===== config.mk =====
export PLATFORM = sky130hd
export DESIGN_NAME = mem_port_ctrl
export DESIGN_NICKNAME = d
export VERILOG_FILES = /design/src/rtl/mem_port_pkg.sv /design/src/rtl/mem_wait_counter.sv /design/src/rtl/mem_port_ctrl.sv
export SDC_FILE = /design/constraint.sdc
export NUM_CORES = 1
export LEC_CHECK = 0
export CORE_ASPECT_RATIO = 2
export CORE_MARGIN = 8
export CORE_UTILIZATION = 37
export CTS_CLUSTER_DIAMETER = 100
export DETAILED_ROUTE_END_ITERATION = 8
export GPL_TIMING_DRIVEN = 1
export PLACE_DENSITY = 0.75
export SLEW_MARGIN = 10
export SYNTH_ARGS = -nofsm -noshare
export SYNTH_HDL_FRONTEND = slang
export SYNTH_SLANG_ARGS = --single-unit

===== constraint.sdc =====
create_clock -name clk -period 1.8 [get_ports clk]
set_clock_uncertainty 0.2 [all_clocks]
set_input_delay 0.54 -clock clk [delete_from_list [all_inputs] [get_ports clk]]
set_output_delay 0.54 -clock clk [all_outputs]
set_load 0.01 [all_outputs]

===== src/rtl/mem_port_pkg.sv =====
// Shared types for the memory-port responder: FSM states, request kinds, wait-counter width.
package mem_port_pkg;

    localparam int unsigned WAIT_W = 4;

    typedef enum logic [1:0] {
        StIdle,
        StAccess,
        StCapture,
        StDone
    } state_e;

    typedef enum logic [1:0] {
        KindFetch,
        KindLoad,
        KindStore
    } kind_e;

endpackage


===== src/rtl/mem_wait_counter.sv =====
// Loadable down-counter that saturates at zero; paces the ACCESS phase of mem_port_ctrl.
module mem_wait_counter
    import mem_port_pkg::*;
(
    input  logic              clk_i,
    input  logic              rst_ni,
    input  logic              load_i,
    input  logic [WAIT_W-1:0] load_val_i,
    input  logic              dec_i,
    output logic [WAIT_W-1:0] cnt_o,
    output logic              zero_o
);

    logic [WAIT_W-1:0] cnt_q, cnt_d;

    always_comb begin
        cnt_d = cnt_q;
        if (load_i) begin
            cnt_d = load_val_i;
        end else if (dec_i && (cnt_q != '0)) begin
            cnt_d = cnt_q - 1'b1;
        end
    end

    always_ff @(posedge clk_i or negedge rst_ni) begin
        if (!rst_ni) begin
            cnt_q <= '0;
        end else begin
            cnt_q <= cnt_d;
        end
    end

    assign cnt_o  = cnt_q;
    assign zero_o = (cnt_q == '0);

endmodule


===== src/rtl/mem_port_ctrl.sv =====
// Memory-side responder for fetch/load/store requests with configurable RAM wait states.
// Define MEM_PORT_ALIGN_CHECK_EN to reject misaligned addresses with rsp_err instead of accessing RAM.
module mem_port_ctrl
    import mem_port_pkg::*;
#(
    parameter int unsigned WAIT_CYCLES = 0,
    parameter int unsigned ADDR_W      = 32
) (
    input  logic              clk,
    input  logic              rst_n,
    input  logic              req_valid,
    output logic              req_ready,
    input  logic              req_we,
    input  logic              req_ifetch,
    input  logic [ADDR_W-1:0] req_addr,
    input  logic [31:0]       req_wdata,
    output logic              rsp_valid,
    output logic [31:0]       rsp_data,
    output logic              rsp_err,
    output logic              IRWrite,
    output logic              MDRWrite,
    output logic              mem_en,
    output logic              mem_we,
    output logic [ADDR_W-1:0] mem_addr,
    output logic [31:0]       mem_wdata,
    input  logic [31:0]       mem_rdata
);

    localparam logic [WAIT_W-1:0] WaitLoad = WAIT_W'(WAIT_CYCLES);

    state_e              state_q, state_d;
    kind_e               kind_q, kind_d;
    logic [ADDR_W-1:2]   addr_q, addr_d;
    logic [31:0]         wdata_q, wdata_d;
    logic [31:0]         rdata_q, rdata_d;
    logic                accept;
    logic                misaligned;
    logic                err;
    logic [WAIT_W-1:0]   cnt;
    logic                cnt_zero;

`ifdef MEM_PORT_ALIGN_CHECK_EN
    logic err_q, err_d;

    assign misaligned = (req_addr[1:0] != 2'b00);
    assign err_d      = accept ? misaligned : err_q;
    assign err        = err_q;

    always_ff @(posedge clk or negedge rst_n) begin
        if (!rst_n) begin
            err_q <= 1'b0;
        end else begin
            err_q <= err_d;
        end
    end
`else
    // Byte offset is dropped; the access goes to the enclosing word.
    logic unused_addr_lsb;
    assign unused_addr_lsb = ^req_addr[1:0];
    assign misaligned      = 1'b0;
    assign err             = 1'b0;
`endif

    always_comb begin
        state_d = state_q;
        kind_d  = kind_q;
        addr_d  = addr_q;
        wdata_d = wdata_q;
        rdata_d = rdata_q;
        accept  = 1'b0;
        unique case (state_q)
            StIdle: begin
                if (req_valid) begin
                    accept  = 1'b1;
                    addr_d  = req_addr[ADDR_W-1:2];
                    wdata_d = req_wdata;
                    kind_d  = req_we ? KindStore : (req_ifetch ? KindFetch : KindLoad);
                    state_d = misaligned ? StDone : StAccess;
                end
            end
            StAccess: begin
                if (cnt_zero) begin
                    state_d = (kind_q == KindStore) ? StDone : StCapture;
                end
            end
            StCapture: begin
                rdata_d = mem_rdata;
                state_d = StDone;
            end
            StDone:  state_d = StIdle;
            default: state_d = StIdle;
        endcase
    end

    always_ff @(posedge clk or negedge rst_n) begin
        if (!rst_n) begin
            state_q <= StIdle;
            kind_q  <= KindFetch;
            addr_q  <= '0;
            wdata_q <= '0;
            rdata_q <= '0;
        end else begin
            state_q <= state_d;
            kind_q  <= kind_d;
            addr_q  <= addr_d;
            wdata_q <= wdata_d;
            rdata_q <= rdata_d;
        end
    end

    mem_wait_counter u_wait_counter (
        .clk_i      (clk),
        .rst_ni     (rst_n),
        .load_i     (accept),
        .load_val_i (WaitLoad),
        .dec_i      (mem_en),
        .cnt_o      (cnt),
        .zero_o     (cnt_zero)
    );

    assign req_ready = (state_q == StIdle);
    assign mem_en    = (state_q == StAccess);
    // Counter still holds its load value only in the first ACCESS cycle.
    assign mem_we    = mem_en && (kind_q == KindStore) && (cnt == WaitLoad);
    assign mem_addr  = {addr_q, 2'b00};
    assign mem_wdata = wdata_q;
    assign rsp_valid = (state_q == StDone);
    assign rsp_data  = rdata_q;
    assign rsp_err   = rsp_valid && err;
    assign IRWrite   = rsp_valid && !err && (kind_q == KindFetch);
    assign MDRWrite  = rsp_valid && !err && (kind_q == KindLoad);

endmodule


==> Changelog: implementation, run 1 <==
### Changed

* Status: finished with violations
* Total length of routed met3 wires at 1.44 mm
* First-pass GRT wire length at 19.8 mm
* Setup Viol. Count Final at 91
* Violated checks: setup timing
* Async SR Flop Fraction at 100%
* Pins over their slew limit at 0
* Most numerous logic cell after layout: dfrtp_1
* Die y size at 166 um
* Antenna Nets Post-Route at 0
* Fin nets at 613
* CP top delay family: simple AND/OR/NAND/NOR gates
* ANT cells at 0
* Clock tree root buffer cell: clkbuf_16
* Seq power at 4.06 mW
* Syn Area/Cell at 16.3 sq um
* Min Hold Slack at 280 ps
* Core area at between 10000 and 15000 sq um
* Post-Synthesis Cell Area at ~4200 sq um
* Sw Ratio at 31.6%
* Clock group at 1.81 mW
* Via-to-Cell Ratio at 4.66
* Share of cells above drive strength 1 at 37.2%
* Final Worst Setup Slack at -485 ps
[run 1: stage by stage]
| stage | setup TNS, ps | setup WS, ps | cell area [sq um] | instances |
|---|---|---|---|---|
| after global routing | -16460 | -548 | 7460 | 653 |
| after global placement | -21130 | -560 | 6480 | 609 |
| after detailed placement | -22800 | -565 | 6480 | 609 |
| final | -12540 | -485 | 7460 | 653 |
| after CTS | -10830 | -473 | 7180 | 647 |
| after floorplan | -65.4 | -65.4 | 4210 | 258 |
[run 1: cell families (layout without fill, tap and decap cells)]
group	Yosys count	count (layout)	synth area share, %
multiplexers	97	97	28.4
AND-OR/OR-AND	10	10	1.68
other	1	3	0.0899
adder cells (fa/ha/maj)	6	6	1.80
flip-flops	102	102	61.2
buffers and inverters	21	274	4.14
AND/OR/NAND/NOR	19	19	2.70
[run 1: final timing paths]
check	from	endpoint	slack [ps]	cells after the start
worst max-delay path	u_wait_counter.cnt_o[0]$_DFFE_PN0P_	mem_we	-480	5
worst min register to register	rsp_data[4]$_DFFE_PN0N_	rsp_data[4]$_DFFE_PN0N_	280	1
min in group asynchronous	rst_n	mem_wdata[21]$_DFFE_PN0P_	560	3
max in group asynchronous	rst_n	mem_wdata[26]$_DFFE_PN0P_	590	3
worst min-delay path	rsp_data[4]$_DFFE_PN0N_	rsp_data[4]$_DFFE_PN0N_	280	1
worst max register to register	u_wait_counter.cnt_o[0]$_DFFE_PN0P_	state_q[1]$_DFFE_PN0P_	-440	9
[run 1: cell type report]
class	instances	share of cell area (%)
multi-input cells	135	24.5
repair buffers	252	34.8
clock inverters	5	0.470
well taps	142	2.38
clock buffers	11	3.26
inverters	6	0.336
flip-flops and latches	102	34.3
[run 1: state kept, by name (all words and copies together) (netlist names)]
signal	flops
rsp_data	32
mem_wdata	32
kind_q	2
addr_q	30
state_q	2
u_wait_counter.cnt_o	4
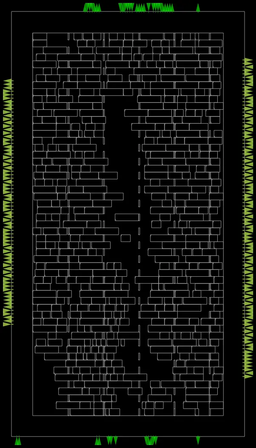
(run_1/final_placement.png)
sequential share of cell area: 34.3%
number of well taps: 142

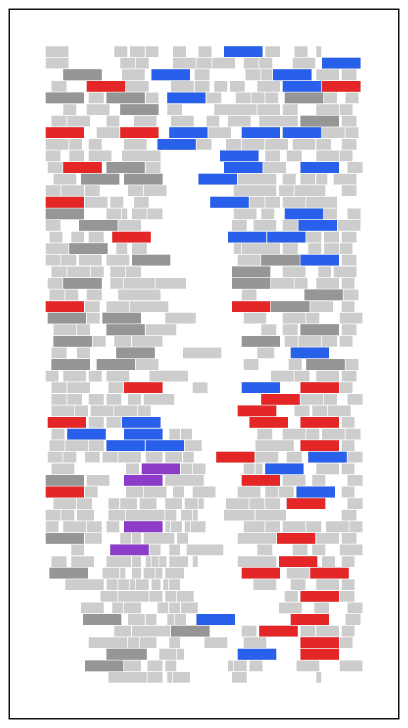
(run_1/registers.png)
Other sequential cells in the stronger grey, the rest of the logic in the fainter grey.
- purple: u_wait_counter.cnt_o (sequential cells 4)
- red: addr_q (sequential cells 30; where widely spread)
- blue: mem_wdata (sequential cells 32)
Util after Layout: 66.9%
Reg area: 2550 sq um

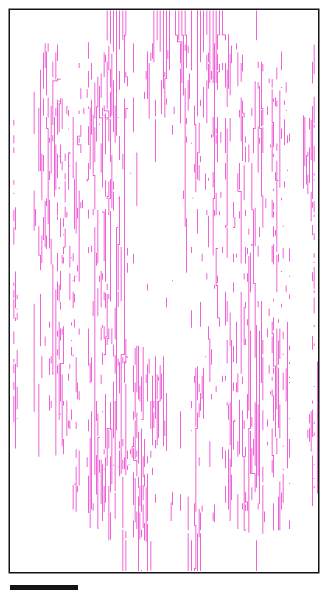
(run_1/met2.png)
Bar = 20 um.
- wire length on this layer: 5940 um
- main direction: vertical
- nets with wire on the layer: 569
- longest straight run: 75.6 um
- share of all routed wire: 45%
met2 Usage GRT: 25.0%
DR vias: 3046
final wirelength: 13.2 mm

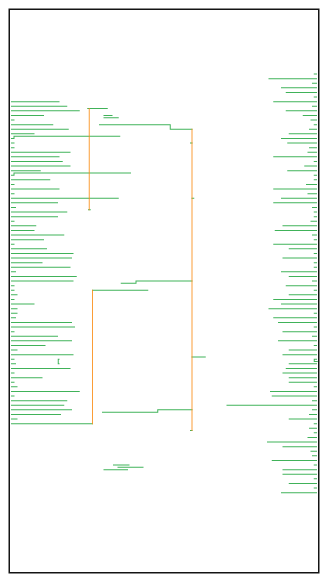
(run_1/metal_stack.png)
Two of the layers only.
- orange: met4 (wire length 158 um)
- green: met3 (wire length 1440 um)
WL per Instance: 20.2 um
GRT Util Overall: 16.8%

--- run 2 (diff from run 1) ---
- CORE_UTILIZATION: 37 -> 44
- PLACE_DENSITY: 0.75 -> 0.84
- clock period: 1.8 -> 2.8 ns (I/O delays scaled with it)
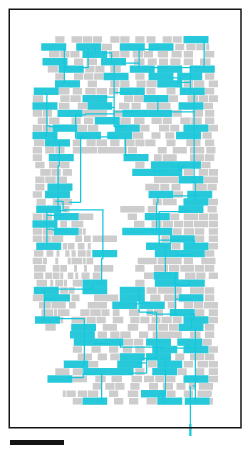
(run_2/port_nets.png)
Bar = 20 um.
- cyan: rst_n (bits 1; direction input; end cells 102; buffers 4; wire 800 um)
io pins: 204
# port buffers: 198

==> Changelog: implementation, run 2 <==
### Changed

* Fmax at 0.368 GHz
* Core area at 9320 sq um (was 11100 sq um)
* Async SR Flop Fraction at 100% (unchanged)
* Critical path type: register to output pin (unchanged)
* Setup Viol. Count Final at 0 (was 91)
* First-pass GRT wire length at 18.1 mm (was 19.8 mm)
* Comb power frac at 48.1% (was 53.5%)
* Clock-pin slew on the worst setup and hold paths at 70 ps (about the same)
* Final Hold Fails at 0 (unchanged)
* Critical path arrival at 1680 ps (was 1540 ps)
* Worst VDD drop at 0.704 mV (was 0.979 mV)
* Most numerous logic cells after layout: clkdlybuf4s50_1, dfrtp_1, mux2_2 (was dfrtp_1, clkdlybuf4s50_1, mux2_4)
* Die y size at 154 um (was 166 um)
* R2R setup slack at 780 ps (was -440 ps)
* Met2 Usage GRT at 33.3% (was 25.0%)
* CP startpoint: state_q[1]$_DFFE_PN0P_ (was u_wait_counter.cnt_o[0]$_DFFE_PN0P_)
* Min Hold Slack at 266 ps (was 280 ps)
* Area leader share at 61.2% (unchanged)
* Critical Path End: MDRWrite (was mem_we)
* Via-to-Cell Ratio at 5.01 (was 4.66)
* Top cells, area: dfrtp_1, mux2_2, mux2_4 (unchanged)
* TNS Setup at 0 ps (was -12540 ps)
* Largest net degree at the start of global routing at 43 (was 54)
* Post-Synthesis Cell Area at 4170 sq um (unchanged)
* Most numerous logic cell after layout: clkdlybuf4s50_1 (was dfrtp_1)
* Sw Ratio at 30.0% (was 31.6%)
* Reg2reg path depth at 5 (was 9)
* R2R Path Start: state_q[0]$_DFFE_PN0P_ (was u_wait_counter.cnt_o[0]$_DFFE_PN0P_)
* Share of cells above drive strength 1 at 27.5% (was 37.2%)
* Leakage at 2.84 nW (was 3.46 nW)
* Clock tree root buffer cell: clkbuf_16 (unchanged)
* Tool warnings at 32 (was 35)
* Reg-to-reg endpoint: addr_q[22]$_DFFE_PN0P_ (was state_q[1]$_DFFE_PN0P_)
* Antenna Nets Post-Route at 0 (unchanged)
* Pins over their slew limit at 0 (unchanged)
* Status: completed (was finished with violations)
* Syn Area/Cell at 16.3 sq um (unchanged)
* Fin nets at 571 (was 613)
* Yosys warning tally at 0 (unchanged)
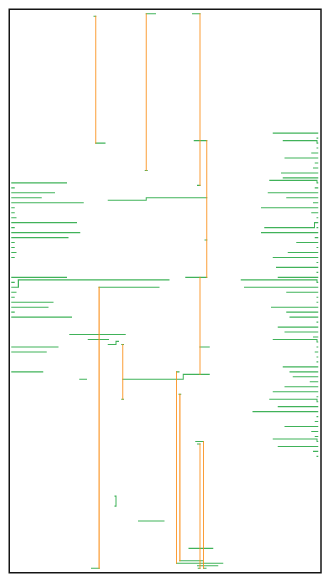
(run_2/metal_stack.png)
Two of the layers only.
- green: met3 (wire length 840 um)
- orange: met4 (wire length 447 um)
GRT Util Overall: 18.3%
final wirelength: 11.7 mm
WL per Instance: 20.3 um
DR vias: 2876

==> run 2: cell counts after synthesis <==
Identical to the previous run, type by type.
==> run 2: critical path: cells and delay by family (launching register included) <==
family / cells / cell delay [ps]
and+or+nand+nor: 1 / 180
buffers and inverters: 1 / 550
DFF: 1 / 400
adders and majority gates: 1 / 220
==> run 2: cell families after synthesis <==
family	share of synthesized area, %
fa+ha+maj	1.80
other cells	0.0899
buf+inv	4.14
simple gates	2.70
flops	61.2
compound gates	1.68
mux	28.4
==> run 2: metal layers <==
layer | wire, um | part of all wire (%)
met1 | 3940 | 34
met2 | 6440 | 55
met3 | 839 | 7.2
met4 | 446 | 3.8
met5 | 0 | 0
==> run 2: cell type report <==
class	count	area, sq um	share of cell area, %
sequential	102	2550	38.6
timing repair buffer	210	2120	32.1
multi-input combinational	135	1460	22.0
clock buffer	9	225	3.40
tap	104	130	1.97
clock inverter	7	104	1.57
inverter	6	22.5	0.340
antenna	1	2.50	0.0378
==> run 2: through the flow <==
step	utilization (%)	total power, mW	cells	setup WS [ps]	cell area (sq um)
floorplan	-	4.33	258	548	4180
global placement	67.4	6.19	557	105	6280
detailed placement	67.4	6.32	557	75.9	6280
CTS	70.9	7.70	573	1.12	6610
global route	71.0	8.00	574	-19.4	6620
finish	71.0	7.59	574	80.2	6620
==> run 2: what timing repair did <==
action                     in CTS  in global routing
hold buffers                    0                  0
setup endpoints to repair       1                  4
hold endpoints to repair        0                  0
resized                         3                  5
==> run 2: power groups by stage <==
stage | logic [mW] | registers (mW) | clock network [mW]
finish | 3.65 | 2.59 | 1.35
floorplan | 1.41 | 2.92 | 0
detailed placement | 3.70 | 2.62 | 0
global placement | 3.63 | 2.56 | 0
global route | 3.86 | 2.69 | 1.45
CTS | 3.72 | 2.60 | 1.38
Power and IR drop assume default switching activity.
